## src/rtl/dmem_access_ctrl.sv

```systemverilog
// dmem_access_ctrl: sequences the data-memory access of the instruction in EX/MEM.
// Holds the request until mem_done, stalls the pipeline meanwhile, aborts hung
// or illegal accesses into a sticky error state.
// Optional build macro: DMEM_PERF_CNT_EN adds a saturating stall-cycle counter port.
module dmem_access_ctrl #(
    parameter int unsigned TIMEOUT = 64,
    parameter int unsigned CNT_W   = 7
) (
    input  logic        clk,
    input  logic        rst,
    input  logic        EXMEM_IDEX_MemRead,
    input  logic        EXMEM_IDEX_MemWrite,
    input  logic        EXMEM_IDEX_HALT,
    input  logic [15:0] EXMEM_ALUResult,
    input  logic [15:0] EXMEM_read2DataOut,
    input  logic [15:0] mem_rdata,
    input  logic        mem_done,
    output logic        mem_en,
    output logic        mem_wr,
    output logic [15:0] mem_addr,
    output logic [15:0] mem_wdata,
    output logic        Stall_DM,
    output logic [15:0] dm_rdata,
    output logic        err
`ifdef DMEM_PERF_CNT_EN
    ,
    output logic [15:0] stall_cycles
`endif
);

    localparam int unsigned DATA_W = 16;

    typedef enum logic [1:0] {
        S_IDLE = 2'd0,
        S_BUSY = 2'd1,
        S_ERR  = 2'd2
    } state_t;

    state_t              r_state;
    logic [CNT_W-1:0]    r_cnt;
    logic [DATA_W-1:0]   r_rdata_q;

    logic w_memop;
    logic w_illegal;
    logic w_timeout;
    logic w_en;
    logic w_stall;
    logic w_rd_done;

    assign w_memop   = EXMEM_IDEX_MemRead | EXMEM_IDEX_MemWrite;
    assign w_illegal = (EXMEM_IDEX_MemRead & EXMEM_IDEX_MemWrite) | (w_memop & EXMEM_ALUResult[0]);
    assign w_timeout = (r_cnt == CNT_W'(TIMEOUT)) & ~mem_done;

    // Request/stall decode; reset forces both low immediately so nothing is held across it
    always_comb begin
        w_en    = 1'b0;
        w_stall = 1'b0;
        case (r_state)
            S_IDLE: begin
                if (w_memop && !EXMEM_IDEX_HALT && !w_illegal) begin
                    w_en    = 1'b1;
                    w_stall = ~mem_done;
                end
            end
            S_BUSY: begin
                if (w_memop && !w_timeout) begin
                    w_en    = 1'b1;
                    w_stall = ~mem_done;
                end
            end
            default: begin
                w_en    = 1'b0;
                w_stall = 1'b0;
            end
        endcase
        if (!rst) begin
            w_en    = 1'b0;
            w_stall = 1'b0;
        end
    end

    assign w_rd_done = w_en & mem_done & ~EXMEM_IDEX_MemWrite;

    assign mem_en    = w_en;
    assign mem_wr    = w_en & EXMEM_IDEX_MemWrite;
    assign mem_addr  = w_memop ? EXMEM_ALUResult : '0;
    assign mem_wdata = w_memop ? EXMEM_read2DataOut : '0;
    assign Stall_DM  = w_stall;
    assign dm_rdata  = w_rd_done ? mem_rdata : r_rdata_q;
    assign err       = (r_state == S_ERR);

    // Access FSM, timeout counter and last-load-data capture
    always_ff @(posedge clk or negedge rst) begin
        if (!rst) begin
            r_state   <= S_IDLE;
            r_cnt     <= '0;
            r_rdata_q <= '0;
        end else begin
            if (w_rd_done) begin
                r_rdata_q <= mem_rdata;
            end
            case (r_state)
                S_IDLE: begin
                    // halt wins over both a legal and an illegal access
                    if (w_memop && !EXMEM_IDEX_HALT) begin
                        if (w_illegal) begin
                            r_state <= S_ERR;
                        end else if (!mem_done) begin
                            r_state <= S_BUSY;
                            r_cnt   <= CNT_W'(1);
                        end
                    end
                end
                S_BUSY: begin
                    if (!w_memop || mem_done) begin
                        r_state <= S_IDLE;
                        r_cnt   <= '0;
                    end else if (w_timeout) begin
                        r_state <= S_ERR;
                        r_cnt   <= '0;
                    end else begin
                        r_cnt <= r_cnt + CNT_W'(1);
                    end
                end
                S_ERR: begin
                    r_state <= S_ERR;
                end
                default: begin
                    r_state <= S_IDLE;
                    r_cnt   <= '0;
                end
            endcase
        end
    end

`ifdef DMEM_PERF_CNT_EN
    logic [15:0] r_stall_cycles;

    // Saturating count of clock edges spent with the pipeline stalled
    always_ff @(posedge clk or negedge rst) begin
        if (!rst) begin
            r_stall_cycles <= '0;
        end else if (w_stall && (r_stall_cycles != 16'hFFFF)) begin
            r_stall_cycles <= r_stall_cycles + 16'd1;
        end
    end

    assign stall_cycles = r_stall_cycles;
`endif

endmodule

```

## config.mk

```make
export PLATFORM = sky130hd
export DESIGN_NAME = dmem_access_ctrl
export DESIGN_NICKNAME = d
export VERILOG_FILES = /design/src/rtl/dmem_access_ctrl.sv
export SDC_FILE = /design/constraint.sdc
export NUM_CORES = 1
export LEC_CHECK = 0
export CAP_MARGIN = 20
export CORE_ASPECT_RATIO = 1.1
export CORE_UTILIZATION = 31
export CTS_CLUSTER_SIZE = 12
export DETAILED_ROUTE_END_ITERATION = 16
export MAX_ROUTING_LAYER = met4
export PLACE_DENSITY = 0.77
export SYNTH_ARGS = -nofsm -noshare
export SYNTH_HDL_FRONTEND = slang
export SYNTH_SLANG_ARGS = --single-unit
```

## constraint.sdc

```tcl
create_clock -name clk -period 1.9 [get_ports clk]
set_clock_uncertainty 0.1 [all_clocks]
set_input_delay 0.19 -clock clk [delete_from_list [all_inputs] [get_ports clk]]
set_output_delay 0.19 -clock clk [all_outputs]
set_load 0.03 [all_outputs]
```

Figure 1. Routed metal, one color a layer.
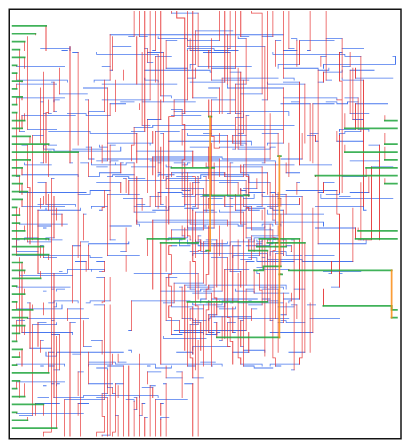
orange -> metal 4  # wire length 62.6 µm
blue -> metal 1  # wire length 1980 µm
green -> metal 3  # wire length 304 µm
red -> metal 2  # wire length 2620 µm

Figure 2. Cell outlines without signal wires.
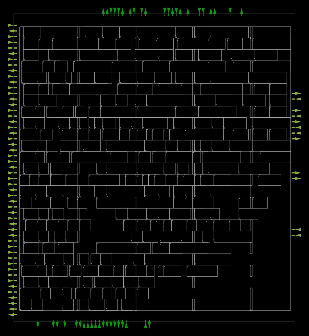
tapcells inserted: 54
flop share of the area: 20.5%
Core Util, Final: 69.4%

Figure 3. Zoomed window.
Region (14, 2) to (54, 42) µm. Cells in gray, sequential cells in the stronger gray; small squares are vias.
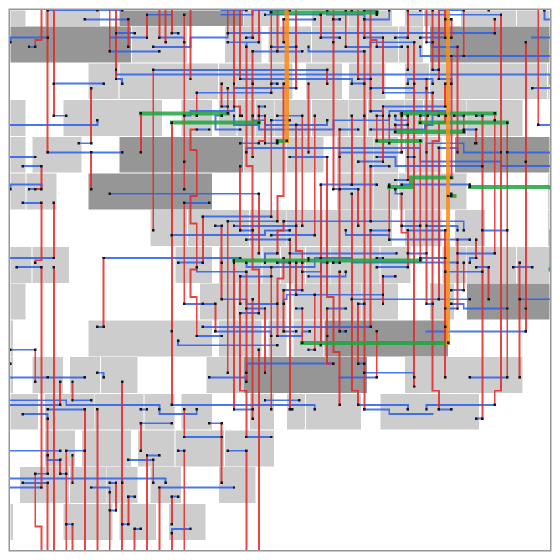
red -> metal 2
blue -> metal 1
green -> metal 3
orange -> metal 4
most frequent = buf_4 (27), nor2b_1 (11), clkdlybuf4s50_1 (8)
netlist names of flops here include = r_cnt (7), r_rdata_q (1)
sequential cells in the window = 8
cells with their middle in the window = 99

Figure 4. Clock wires, drivers and flops.
Scale bar: 20 µm.
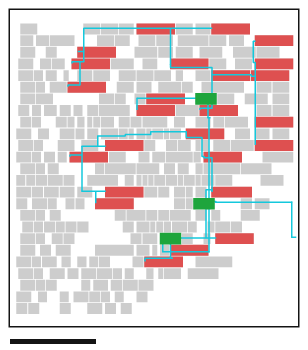
red -> flip-flops  # count 25
green -> clock drivers  # count 3
cyan -> clock wires  # length 329 µm
routed clock nets = 4

==> results.cfg <==
; yosys + openroad results
[run_status]
status = finished, violations left
violations = setup timing

[synthesis]
adder_share_pct = 1.72
synth.top_cell.area_share_pct = 43.1
top_cells_by_area = dfrtp_1, nor2b_1, mux2_4, mux2_2, a21oi_1
xor_share_pct = 1.12
synthArstFlopShare_pct = 100
ys_cells = 136
aoi_share_pct = 9.22
common_cells = nor2b_1, dfrtp_1, mux2_4
synth.distinct_cells = 34

[global_routing]
grtUsageMet2_pct = 35.8
grt_overflow = 0
grt_max_degree = 27
grt.busiest_layer = met2

[placement]
placed_cell_area_mm2 = 0.00266

[finish]
largest_registers = r_rdata_q: 16 flops, r_cnt: 7 flops, r_state: 2 flops
fin_nets = 341
signal_buffers = 150
lay_top_count = buf_4
fillCellCount = 321
area_share_clock_buf_inv_pct = 1.59
final-comb-area_um2 = 863
dominant_cells = non-clock buffers
nonClkBufAreaFrac_pct = 46.9

[min_path]
min_path_type = primary input to flop

[clocking]
clock_latency_ns = 0.28
path_clk_slew_ns = 0.09

[floorplan]
fp_util_pct = 32.9
coreArea_mm2 = 0.00441
floorplan.rows = 25

[pwr]
pg_comb_mw = 0.619
p_seq_share_pct = 37.1

[critical_path]
worstPathCellList = nand3b_4, a2111o_1, buf_6, buf_16, mux2_2, buf_6
cp_slowest_cell = a2111o_1
crit_path_frequent_cell = buf_6

[route]
top_layer = met4
drcViolationCount = 0
vias = 1612
met3_length_um = 303
met2RoutedLength_um = 2620
totalWireLength_um = 4970

[sta]
setup_viol_count_final = 19
slew_headroom_pct = 57.6
worst_slack_ns = -0.426

[flow_run]
maxCapViolations = 0
==> final timing paths <==
path / from / endpoint / slack (ns) / cells past startpoint
worst max-delay path: r_state[0] / dm_rdata[2] / -0.43 / 6
worst min register to register: r_rdata_q[0] / r_rdata_q[0] / 0.41 / 1
worst min-delay path: EXMEM_IDEX_HALT / r_state[1] / 0.32 / 4
min in group asynchronous: rst / r_rdata_q[8] / 0.42 / 4
worst max register to register: r_state[0] / r_rdata_q[7] / 0.08 / 5
max in group asynchronous: rst / r_cnt[5] / 1.12 / 4
==> timing repair <==
item | in CTS | in global routing
setup endpoints to repair | 28 | 25
cloned | 1 | 1
hold buffers | 0 | 2
hold endpoints to repair | 0 | 25
resized | 98 | 10
buffers inserted | 19 | 5
pin swaps | 10 | 6
